**config.mk**
```make
export PLATFORM = sky130hd
export DESIGN_NAME = final_mss_core
export DESIGN_NICKNAME = d
export VERILOG_FILES = /design/src/rtl/final_mss_pkg.sv /design/src/rtl/final_mss_uart.sv /design/src/rtl/final_mss_core.sv
export SDC_FILE = /design/constraint.sdc
export NUM_CORES = 1
export LEC_CHECK = 0
export CORE_MARGIN = 3
export CORE_UTILIZATION = 45
export DETAILED_ROUTE_END_ITERATION = 10
export MAX_ROUTING_LAYER = met4
export PLACE_DENSITY = 0.72
export REMOVE_ABC_BUFFERS = 1
export SYNTH_ARGS = -nofsm -noshare
export SYNTH_HDL_FRONTEND = slang
export SYNTH_SLANG_ARGS = --single-unit
```
**constraint.sdc**
```tcl
create_clock -name SYSCLK -period 2.9 [get_ports SYSCLK]
set_input_delay 0.29 -clock SYSCLK [delete_from_list [all_inputs] [get_ports SYSCLK]]
set_output_delay 0.29 -clock SYSCLK [all_outputs]
set_load 0.01 [all_outputs]
```
**src/rtl/final_mss_pkg.sv**
```systemverilog
// final_mss_pkg: shared opcodes, response codes, parser state encoding and baud helper
package final_mss_pkg;

  localparam logic [7:0] OP_W = 8'h57;
  localparam logic [7:0] OP_R = 8'h52;
  localparam logic [7:0] OP_G = 8'h47;
  localparam logic [7:0] OP_A = 8'h41;
  localparam logic [7:0] ACK  = 8'h06;
  localparam logic [7:0] NAK  = 8'h15;

  typedef enum logic [2:0] {
    ST_IDLE,
    ST_COLLECT,
    ST_SETUP,
    ST_ACCESS,
    ST_RESP
  } state_e;

  function automatic int baud_div(input int clk_hz, input int baud);
    return clk_hz / baud;
  endfunction

endpackage

```
**src/rtl/final_mss_uart.sv**
```systemverilog
// final_mss_uart: 8N1 UART receiver and transmitter with byte valid/ready handshakes
module final_mss_uart #(
  parameter int DIV = 87
) (
  input  logic       clk,
  input  logic       rst,
  input  logic       rxd_i,
  output logic [7:0] rx_data_o,
  output logic       rx_valid_o,
  input  logic [7:0] tx_data_i,
  input  logic       tx_valid_i,
  output logic       tx_ready_o,
  output logic       txd_o
);

  localparam int CW = $clog2(DIV + 1);
  localparam logic [CW-1:0] LAST = CW'(DIV - 1);
  localparam logic [CW-1:0] HALF = CW'(DIV / 2);
  localparam logic [2:0] RX_IDLE  = 3'd0;
  localparam logic [2:0] RX_START = 3'd1;
  localparam logic [2:0] RX_DATA  = 3'd2;
  localparam logic [2:0] RX_STOP  = 3'd3;
  localparam logic [2:0] RX_BRK   = 3'd4;

  logic [1:0]    sync_q;
  logic [2:0]    rx_st_q;
  logic [CW-1:0] rx_cnt_q;
  logic [2:0]    rx_bit_q;
  logic [7:0]    rx_sh_q;
  logic          rx;
  logic          busy_q;
  logic [CW-1:0] tx_cnt_q;
  logic [3:0]    tx_n_q;
  logic [9:0]    tx_sh_q;

  assign rx = sync_q[1];
  assign txd_o = tx_sh_q[0];
  assign tx_ready_o = !busy_q || (tx_n_q == 4'd9 && tx_cnt_q == LAST);

  // two-flop synchronizer on the serial input, idle high
  always_ff @(posedge clk) begin
    sync_q <= rst ? 2'b11 : {sync_q[0], rxd_i};
  end

  // receiver: mid-bit sampling; a low stop bit parks in RX_BRK until the line is high for a full bit
  always_ff @(posedge clk) begin
    if (rst) begin
      rx_st_q    <= RX_IDLE;
      rx_cnt_q   <= '0;
      rx_bit_q   <= '0;
      rx_sh_q    <= '0;
      rx_valid_o <= 1'b0;
      rx_data_o  <= '0;
    end else begin
      rx_valid_o <= 1'b0;
      rx_cnt_q   <= rx_cnt_q + 1'b1;
      case (rx_st_q)
        RX_IDLE: begin
          rx_cnt_q <= '0;
          if (!rx) rx_st_q <= RX_START;
        end
        RX_START: if (rx_cnt_q == HALF) begin
          rx_cnt_q <= '0;
          rx_bit_q <= '0;
          rx_st_q  <= rx ? RX_IDLE : RX_DATA;
        end
        RX_DATA: if (rx_cnt_q == LAST) begin
          rx_cnt_q <= '0;
          rx_sh_q  <= {rx, rx_sh_q[7:1]};
          rx_bit_q <= rx_bit_q + 1'b1;
          if (rx_bit_q == 3'd7) rx_st_q <= RX_STOP;
        end
        RX_STOP: if (rx_cnt_q == LAST) begin
          rx_cnt_q   <= '0;
          rx_st_q    <= rx ? RX_IDLE : RX_BRK;
          rx_valid_o <= rx;
          rx_data_o  <= rx_sh_q;
        end
        default: begin
          rx_cnt_q <= rx ? rx_cnt_q + 1'b1 : '0;
          if (rx && rx_cnt_q == LAST) rx_st_q <= RX_IDLE;
        end
      endcase
    end
  end

  // transmitter: reloads on the final stop-bit cycle so queued bytes go out with no idle gap
  always_ff @(posedge clk) begin
    if (rst) begin
      busy_q   <= 1'b0;
      tx_sh_q  <= '1;
      tx_cnt_q <= '0;
      tx_n_q   <= '0;
    end else if (tx_valid_i && tx_ready_o) begin
      busy_q   <= 1'b1;
      tx_sh_q  <= {1'b1, tx_data_i, 1'b0};
      tx_cnt_q <= '0;
      tx_n_q   <= '0;
    end else if (busy_q) begin
      tx_cnt_q <= tx_cnt_q == LAST ? '0 : tx_cnt_q + 1'b1;
      if (tx_cnt_q == LAST) begin
        tx_sh_q <= {1'b1, tx_sh_q[9:1]};
        tx_n_q  <= tx_n_q + 1'b1;
        busy_q  <= tx_n_q != 4'd9;
      end
    end
  end

endmodule

```
**src/rtl/final_mss_core.sv**
```systemverilog
// final_mss_core: UART command interpreter mastering a 32-bit APB3 bus, plus fabric clock/reset/GPIO glue
module final_mss_core
  import final_mss_pkg::*;
#(
  parameter int CLK_HZ      = 10_000_000,
  parameter int BAUD        = 115_200,
  parameter int APB_TIMEOUT = 256
) (
  input  logic        SYSCLK,
  input  logic        MSS_RESET,
  output logic        MSSPSEL,
  output logic        MSSPENABLE,
  output logic        MSSPWRITE,
  output logic [19:0] MSSPADDR,
  output logic [31:0] MSSPWDATA,
  input  logic        MSSPREADY,
  input  logic        MSSPSLVERR,
  input  logic [31:0] MSSPRDATA,
  input  logic        UART_0_RXD,
  output logic        UART_0_TXD,
  input  logic        UART_1_RXD,
  output logic        UART_1_TXD,
  input  logic        ADCDirectInput_0,
  input  logic        VAREF1,
  output logic        M2F_RESET_N,
  output logic        FAB_CLK,
  output logic        GPIO_15_OUT
);

  localparam int DIV = baud_div(CLK_HZ, BAUD);
  localparam logic [15:0] GAP_LIM = 16'(16 * DIV);
  localparam int TW = $clog2(APB_TIMEOUT + 1);
  localparam logic [TW-1:0] TO_LAST = TW'(APB_TIMEOUT - 1);

  state_e        state_q, state_d;
  logic [7:0]    op_q;
  logic [2:0]    idx_q;
  logic [43:0]   buf_q;
  logic [19:0]   addr_q;
  logic [31:0]   wdata_q;
  logic [39:0]   resp_q;
  logic [2:0]    n_q;
  logic [15:0]   gap_q;
  logic [TW-1:0] to_q;
  logic          gpio_q;
  logic          m2f_q;
  logic [1:0]    u1_q;
  logic [1:0]    adc_q;
  logic [7:0]    rx_b;
  logic          rx_v;
  logic          tx_v;
  logic          tx_rdy;
  logic          last;
  logic          is_op;
  logic          rd_ok;
  logic          unused;

  assign FAB_CLK     = SYSCLK;
  assign M2F_RESET_N = m2f_q;
  assign GPIO_15_OUT = gpio_q;
  assign UART_1_TXD  = u1_q[1];
  assign unused      = VAREF1;
  assign is_op = rx_b == OP_W || rx_b == OP_R || rx_b == OP_G;
  assign last  = idx_q == (op_q == OP_W ? 3'd6 : op_q == OP_R ? 3'd2 : 3'd0);
  assign rd_ok = MSSPREADY && !MSSPSLVERR && op_q == OP_R;

  final_mss_uart #(.DIV(DIV)) u_uart0 (
    .clk       (SYSCLK),
    .rst       (MSS_RESET),
    .rxd_i     (UART_0_RXD),
    .rx_data_o (rx_b),
    .rx_valid_o(rx_v),
    .tx_data_i (resp_q[39:32]),
    .tx_valid_i(tx_v),
    .tx_ready_o(tx_rdy),
    .txd_o     (UART_0_TXD)
  );

  // fabric reset release, UART_1 loopback and ADC comparator synchronizers
  always_ff @(posedge SYSCLK) begin
    if (MSS_RESET) begin
      m2f_q <= 1'b0;
      u1_q  <= 2'b11;
      adc_q <= 2'b00;
    end else begin
      m2f_q <= 1'b1;
      u1_q  <= {u1_q[0], UART_1_RXD};
      adc_q <= {adc_q[0], ADCDirectInput_0};
    end
  end

  // parser / APB state register
  always_ff @(posedge SYSCLK) begin
    state_q <= MSS_RESET ? ST_IDLE : state_d;
  end

  // next state: bytes are only consumed in IDLE and COLLECT, everything else ignores RX
  always_comb begin
    state_d = state_q;
    case (state_q)
      ST_IDLE:    if (rx_v) state_d = rx_b == OP_A ? ST_RESP : is_op ? ST_COLLECT : ST_IDLE;
      ST_COLLECT: if (rx_v && last) state_d = op_q == OP_G ? ST_RESP : ST_SETUP;
                  else if (gap_q == GAP_LIM) state_d = ST_IDLE;
      ST_SETUP:   state_d = ST_ACCESS;
      ST_ACCESS:  if (MSSPREADY || to_q == TO_LAST) state_d = ST_RESP;
      ST_RESP:    if (tx_rdy && n_q == 3'd1) state_d = ST_IDLE;
      default:    state_d = ST_IDLE;
    endcase
  end

  // APB and response strobes decoded from state; address/data are forced to zero outside a transfer
  always_comb begin
    MSSPSEL    = state_q == ST_SETUP || state_q == ST_ACCESS;
    MSSPENABLE = state_q == ST_ACCESS;
    MSSPWRITE  = MSSPSEL && op_q == OP_W;
    MSSPADDR   = MSSPSEL ? addr_q : '0;
    MSSPWDATA  = MSSPWRITE ? wdata_q : '0;
    tx_v       = state_q == ST_RESP;
  end

  // frame assembly, gap/timeout counters and the response byte queue (MSB byte sent first)
  always_ff @(posedge SYSCLK) begin
    if (MSS_RESET) begin
      op_q    <= '0;
      idx_q   <= '0;
      buf_q   <= '0;
      addr_q  <= '0;
      wdata_q <= '0;
      resp_q  <= '0;
      n_q     <= '0;
      gap_q   <= '0;
      to_q    <= '0;
      gpio_q  <= 1'b0;
    end else begin
      gap_q <= (state_q == ST_COLLECT && !rx_v) ? gap_q + 1'b1 : '0;
      to_q  <= state_q == ST_ACCESS ? to_q + 1'b1 : '0;
      if (state_q == ST_IDLE && rx_v) begin
        op_q   <= rx_b;
        idx_q  <= '0;
        resp_q <= {7'b0, adc_q[1], 32'b0};
        n_q    <= 3'd1;
      end
      if (state_q == ST_COLLECT && rx_v) begin
        buf_q <= {buf_q[35:0], rx_b};
        idx_q <= idx_q + 1'b1;
        if (last) begin
          addr_q  <= op_q == OP_W ? buf_q[43:24] : {buf_q[11:0], rx_b};
          wdata_q <= op_q == OP_W ? {buf_q[23:0], rx_b} : '0;
          resp_q  <= {ACK, 32'b0};
          if (op_q == OP_G) gpio_q <= rx_b[0];
        end
      end
      if (state_q == ST_ACCESS && (MSSPREADY || to_q == TO_LAST)) begin
        resp_q <= rd_ok ? {ACK, MSSPRDATA} : {(MSSPREADY && !MSSPSLVERR) ? ACK : NAK, 32'b0};
        n_q    <= rd_ok ? 3'd5 : 3'd1;
      end
      if (state_q == ST_RESP && tx_rdy) begin
        resp_q <= {resp_q[31:0], 8'h00};
        n_q    <= n_q - 1'b1;
      end
    end
  end

endmodule

```
==> run summary, run 1 <==
status -> completed
clock-pin slew on the worst setup and hold paths -> 60 ps
crit-path max FO -> 28
Yosys top cell area share -> 0.478
CP top delay family -> simple AND/OR/NAND/NOR gates
Late-Pin Clk Latency -> 630 ps
post-DP HPWL -> 13.7 mm
met1 Usage GRT -> 0.241
Setup Viol. Count Final -> 0
global-route wire length before repair -> 37.1 mm
Pre-antenna DRT Iters -> 5
met2 Use GR -> 0.300
Worst R2R Start -> op_q[2]
largest net degree at the start of global routing -> 77
Leading cell kind -> flip-flops and latches
Die Y-Extent -> 155 µm
Worst Hold Path EP -> u_uart0.rx_bit_q[1]
crit path buf inv count -> 2
crit-path cells -> nand4b_1, nor3_2, and2_4, buf_12, and3_1, clkdlybuf4s50_1
Hold Buf Count CTS -> 0
Mapped Cells -> 1205
yosys warns -> 0
Congestion Overflow GR -> 0
wire per inst -> 14.1 µm
final std cells w/o fill -> 1554
Final Hold Fails -> 0
Post-synth EDFFs -> 0
fraction of area in multi-input gates -> 0.394
post-synth top area cell -> dfxtp_1
distinct lib cells -> 57
Critical Path Max Stage Delay -> 540 ps
R2R depth -> 6
Pleak -> 4.17 nW
Dominant combinational family -> simple AND/OR/NAND/NOR gates
endpoint class of the critical path -> output pin
CLK BUF -> 43
internal reg-to-reg setup slack -> 540 ps
final-layout non-clock buffer area share -> 0.0984
inverter count -> 16
Critical Path RT -> 2610 ps
number of global-route vias before repair -> 7848
worst hold path startpoint -> MSS_RESET
cycle use final -> 0.968
Fill cells -> 1944
HP Class -> in -> reg
ys flops -> 237
CP Launch Point -> op_q[2]
Rel. slew slack -> 0.251
Ports -> 100
Post-synth seq share -> 0.478
most used routing layer -> met2
total power -> 6.93 mW
# port buffers -> 98
Worst Setup Start Kind -> flop
fraction of layout cells with a size suffix above 1 -> 0.0665
DRC -> 0
chip area -> 23900 µm²
biggest regs -> buf_q (44), resp_q (40), wdata_q (32)
Basic Gates by Area -> 0.266
Final min period -> 2810 ps
CP endpoint -> MSSPWDATA[3]
number of nets in the layout -> 1317
yosys cell count -> 1205
slew of the pin with the lowest slew margin -> 1110 ps
Max VDD drop -> 467 µV
ClkCell Share -> 0.0788
Max Freq -> 0.356 GHz
max_cap viols -> 0
yosys aoi share -> 0.143
DR iter-0 viols -> 465
Largest register FFs -> 44
CTS tree -> built
initial core utilization -> 0.465
Async S/R FF share, synth -> 0
Top cells excl fill/tap -> dfxtp_1 (235), nand2_1 (225), a21oi_1 (125)
Comb area -> 4740 µm²
Top cell excl fill/tap -> dfxtp_1
Reg area -> 4750 µm²
area fraction in mux cells -> 0.0173
Routability Congestion -> 0.822
Post-Place Cells -> 1505
bufs w/o clock -> 118
Critical R2R Capture -> wdata_q[26]
Routed Antenna Nets -> 0
die width -> 155 µm
synthesized cell area -> 9930 µm²
multi-input gates -> 860
Fin Clk Skew -> 10.5 ps
# diodes -> 0
Hold Slack -> 102 ps
fin. max-slew vios -> 0
number of warnings in the stage logs -> 32
Tapcell Cnt -> 275
Area Growth Syn to Fin -> 21.0%
vias per std cell -> 5.41
PD cells -> 577 nW/µm²
WP depth -> 6
XOR/XNOR Fraction of Synth Area -> 0.0300
fa+ha+maj area frac -> 0.0189
synthesis area per yosys -> 9930 µm²
RSZ-0062 raised after global routing -> false
initial antenna violation count -> 0
critical path data arrival time -> 2520 ps
hold depth -> 2
kind of critical path -> reg -> out
Top cells by area -> dfxtp_1 (48%), nand2_1 (8.5%), a21oi_1 (6.3%)
Largest Register -> buf_q
syn avg cell area -> 8.24 µm²
GR Layer Usage met3 -> 0.0249
slowest CP cell -> clkdlybuf4s50_1
-- run 1: per-stage QoR --
stage	utilization	setup TNS (ps)	area [µm²]	setup slack, ps
2_1_floorplan	-	-21950	9520	-716
3_3_place_gp	0.518	0	11100	518
3_5_place_dp	0.518	0	11100	501
4_1_cts	0.562	0	12000	2.94
5_1_grt	0.563	0	12000	12.8
6_report	0.563	0	12000	92.6
-- run 1: worst register-to-register path, stage by stage (launching register included) --
cell       delay (ps)
dfxtp_2           360
and3_1            190
o2111ai_1         440
a21o_2            790
buf_12            290
nand2_1            90
a21oi_1           130
-- run 1: cells in the mapped netlist (all sizes together), types with 2 or more instances --
cell type,count
mux2i,16
buf,26
nand3,84
a31o,3
nor4,2
nor2b,9
a32oi,8
clkbuf,66
a31oi,11
nor3b,2
dfxtp,237
and4,3
nand2b,5
nand2,225
inv,16
nand3b,5
nor4b,3
a22oi,27
o22ai,2
a211o,2
nor2,117
nor3,18
and4bb,3
or3,3
o21ai,9
xor2,19
and2,26
and3,38
xnor2,15
nand4,11
a211oi,7
or4b,2
or2,5
ha,15
nor4bb,2
a21o,3
a311oi,21
a21boi,2
a21oi,126
-- run 1: what timing repair did --
action | 4_1_cts | 5_1_grt
setup buffers | 1 | 1
gates resized | 3 | 2
setup endpoints to repair | 32 | 40
pin swaps | 1 | 0
-- run 1: metal layers --
layer / routed length [µm] / part of all wire
met1: 10100 / 0.46
met2: 10300 / 0.47
met3: 999 / 0.046
met4: 388 / 0.018
met5: 0 / 0
-- run 1: power by group --
group	switching [mW]	internal [mW]	total, mW	leakage, nW
Combinational	0.0660	0.0590	0.125	1.79
Clock	1.29	2.25	3.54	0.464
Sequential	0.00703	3.26	3.27	1.91
Total	1.36	5.57	6.93	4.17
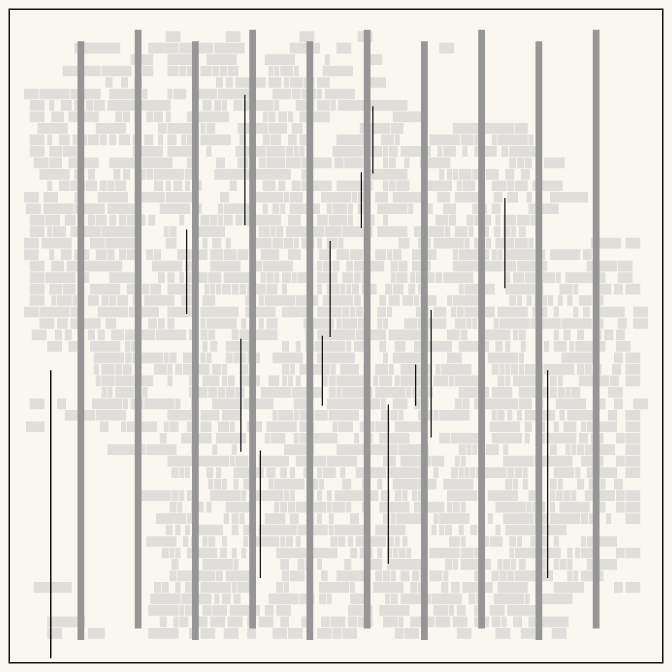
run_1/met4.png
Supply wires on this layer in gray. Cells faint in the background.
- share of all routed wire: 1.8%
- main direction: vertical
- wire length on this layer: 389 µm
- nets with wire on the layer: 5
- longest straight run: 68.0 µm
detailed-route via count: 8409
Post-Route WL: 21.9 mm

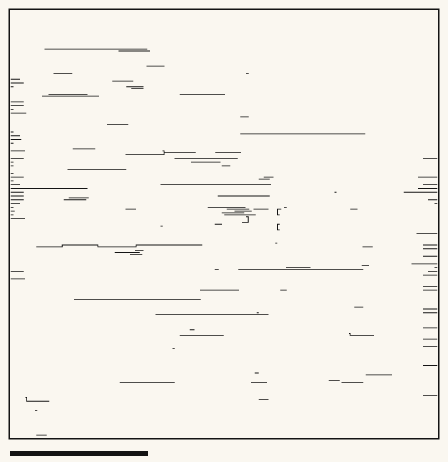
run_1/met3.png
The bar under the picture is 50 µm long.
- longest straight run: 45.5 µm
- main direction: horizontal
- share of all routed wire: 4.6%
- nets with wire on the layer: 91
- wire length on this layer: 999 µm

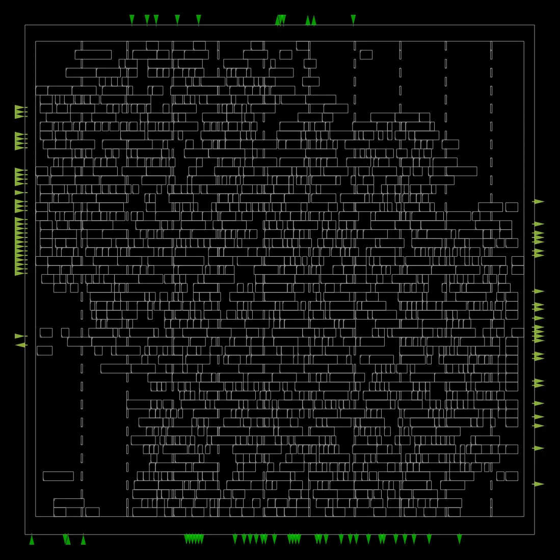
run_1/final_placement.png
final core area utilization: 0.563
Flops: 237
core footprint: 21400 µm²
Cell Rows: 53
Seq/total area: 0.395

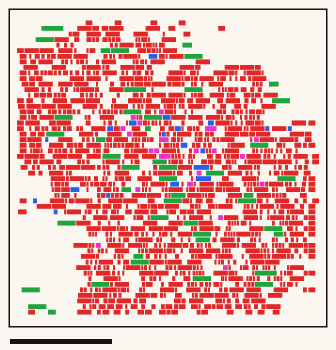
run_1/drive_strength.png
The bar under the picture is 50 µm long.
- green: drive 6 and up (cells 45)
- red: drive 1 or less (cells 1194)
- magenta: drive 3 to 4 (cells 21)
- blue: drive 2 (cells 19)

==> run 2: changes to the inputs <==
CTS_CLUSTER_SIZE = 14   (was default)
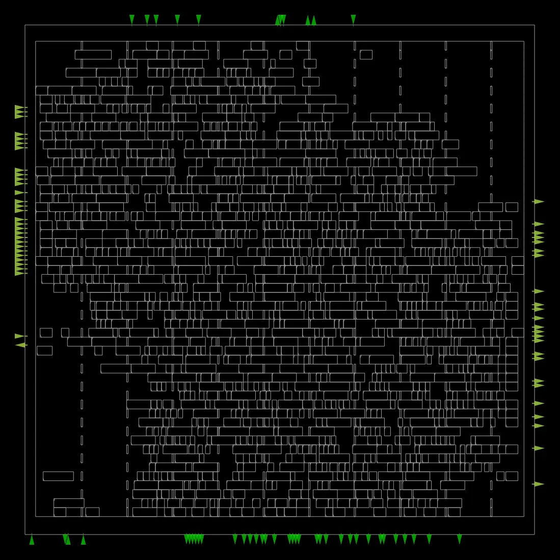
run_2/final_placement.png
final std cells w/o fill: 1554
Fill cells: 1941

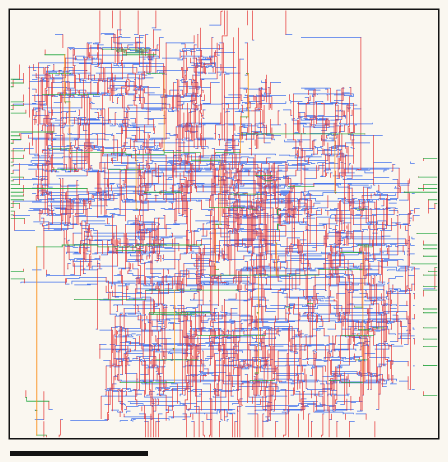
run_2/metal_stack.png
The bar under the picture is 50 µm long.
- blue: met1 (wire length 10200 µm)
- green: met3 (wire length 911 µm)
- orange: met4 (wire length 369 µm)
- red: met2 (wire length 10400 µm)
detailed-route via count: 8440
GRT Util Overall: 0.183
Post-Route WL: 21.9 mm
wire per inst: 14.1 µm

==> run 2 against run 1 <==
Clock skew about the same. Final cell count unchanged. Fmax up 0.18%. Synthesized cell count unchanged. Final area unchanged. Critical endpoint unchanged. Clock-buffer cell count unchanged. Sequential share of layout area unchanged. Critical path depth unchanged.
==> run summary, run 2 <==
status -> completed
Synth top cells by count -> dfxtp_1 (237), nand2_1 (225), a21oi_1 (125), nor2_1 (116), nand3_1 (84)
ys flops -> 237
Ports -> 100
Critical Path Max Stage Delay -> 540 ps
Late-Pin Clk Latency -> 630 ps
distinct lib cells -> 57
worst setup margin -> 97.6 ps
Max VDD drop -> 466 µV
crit-path cells -> nand4b_1, nor3_2, and2_4, buf_12, and3_1, clkdlybuf4s50_1
critical path data arrival time -> 2510 ps
final core area utilization -> 0.563
yosys cell count -> 1205
RSZ-0062 raised after global routing -> false
core footprint -> 21400 µm²
die width -> 155 µm
number of global-route vias before repair -> 7822
crit path buf inv count -> 2
cycle use final -> 0.966
Largest register FFs -> 44
Yosys top cell area share -> 0.478
Mapped Cells -> 1205
slowest CP cell -> clkdlybuf4s50_1
most common cell in the synthesized netlist -> dfxtp_1
Final min period -> 2800 ps
largest net degree at the start of global routing -> 77
post-DP HPWL -> 13.7 mm
Worst Hold Path EP -> u_uart0.rx_bit_q[1]
clock-pin slew on the worst setup and hold paths -> 60 ps
endpoint class of the critical path -> output pin
Top cells by area -> dfxtp_1 (48%), nand2_1 (8.5%), a21oi_1 (6.3%)
DRC -> 0
synthesis area per yosys -> 9930 µm²
HP Class -> in -> reg
initial antenna violation count -> 0
Post-synth seq share -> 0.478
# diodes -> 0
Setup Viol. Count Final -> 0
global-route wire length before repair -> 37.1 mm
Largest Register -> buf_q
CP top delay family -> simple AND/OR/NAND/NOR gates
Worst Setup Start Kind -> flop
PD cells -> 577 nW/µm²
Async S/R FF share, synth -> 0
Routed Antenna Nets -> 0
biggest regs -> buf_q (44), resp_q (40), wdata_q (32)
number of nets in the layout -> 1317
setup tns final -> 0 ps
post-synth top area cell -> dfxtp_1
Max Freq -> 0.357 GHz
syn avg cell area -> 8.24 µm²
slew of the pin with the lowest slew margin -> 1110 ps
vias per std cell -> 5.43
Cell Rows -> 53
Congestion Overflow GR -> 0
Pleak -> 4.17 nW
fin. max-slew vios -> 0
WP depth -> 6
kind of critical path -> reg -> out
worst hold path startpoint -> MSS_RESET
initial core utilization -> 0.465
Final Hold Fails -> 0
Area Growth Syn to Fin -> 21.0%
Pre-antenna DRT Iters -> 5
Rel. slew slack -> 0.253
fraction of layout cells with a size suffix above 1 -> 0.0665
# port buffers -> 98
chip area -> 23900 µm²
CP Launch Point -> op_q[2]
Critical R2R Capture -> wdata_q[13]
CP endpoint -> MSSPWDATA[3]
Fin Clk Skew -> 10.3 ps
Die Y-Extent -> 155 µm
number of warnings in the stage logs -> 32
Top cells excl fill/tap -> dfxtp_1 (235), nand2_1 (225), a21oi_1 (125)
CTS tree -> built
Worst R2R Start -> op_q[2]
Top FF cell, synth -> dfxtp_1
Post-synth EDFFs -> 0
Critical Path RT -> 2610 ps
hold depth -> 2
synthesized cell area -> 9930 µm²
crit-path max FO -> 28
pre-CTS setup slack -> 501 ps
DR iter-0 viols -> 486
internal reg-to-reg setup slack -> 550 ps
yosys warns -> 0
total power -> 6.93 mW
Routability Congestion -> 0.822
R2R depth -> 6
max_cap viols -> 0
Top cell excl fill/tap -> dfxtp_1
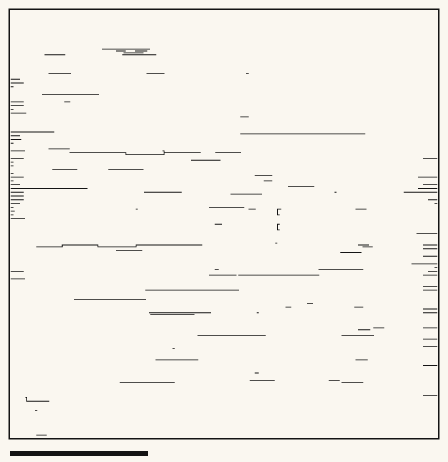
run_2/met3.png
The bar under the picture is 50 µm long.
- main direction: horizontal
- wire length on this layer: 911 µm
- share of all routed wire: 4.2%
- longest straight run: 44.9 µm

-- run 2: stage by stage --
stage / std cells / instance area (µm²) / hold slack [ps]
after floorplan: 1113 / 9520 / 290
after global placement: 1505 / 11100 / 394
after detailed placement: 1505 / 11100 / 395
after CTS: 1553 / 12000 / 92.4
after global routing: 1554 / 12000 / 124
final: 1554 / 12000 / 105
-- run 2: layout make-up --
class	count	area [µm²]
multi-input cells	860	4740
clock buffers	43	843
fillers	1941	9330
flip-flops and latches	237	4750
repair buffers	118	1180
clock inverters	5	104
well taps	275	344
inverters	16	60.1
-- run 2: timing repair --
| action | in CTS | in global routing |
|---|---|---|
| setup buffers | 1 | 1 |
| hold buffers | 0 | 0 |
| pin swaps | 1 | 0 |
| resized | 3 | 2 |
| setup endpoints to repair | 31 | 40 |
-- run 2: worst register-to-register path, delay by kind of cell, from the launching register on --
kind	cells	cell delay, ps
flip-flops	1	360
AND/OR/NAND/NOR	2	280
buffers and inverters	1	290
AND-OR/OR-AND	3	1360
-- run 2: where the power goes --
part	switching (mW)	internal (mW)
Clock	1.28	2.25
Combinational	0.0662	0.0590
Sequential	0.00719	3.26
-- run 2: cell families (layout without fill, tap and decap cells) --
family / after synthesis / after routing / share of synthesized area
AND-OR/OR-AND: 227 / 227 / 0.143
XOR/XNOR: 34 / 34 / 0.0300
adder cells (fa/ha/maj): 15 / 15 / 0.0189
buffers and inverters: 108 / 182 / 0.0474
flip-flops: 237 / 237 / 0.478
multiplexers: 17 / 17 / 0.0173
AND/OR/NAND/NOR: 567 / 567 / 0.266
-- run 2: layer usage --
metal	track usage	vias to the layer above	share of wire	wire [µm]
met1	0.244	3977	0.47	10200
li1	-	4257	-	-
met3	0.0235	34	0.041	910
met4	0.0463	0	0.017	369
met5	-	-	0	0
met2	0.298	172	0.48	10400
Power figures rest on the tool's default switching activity, not on a simulated workload.
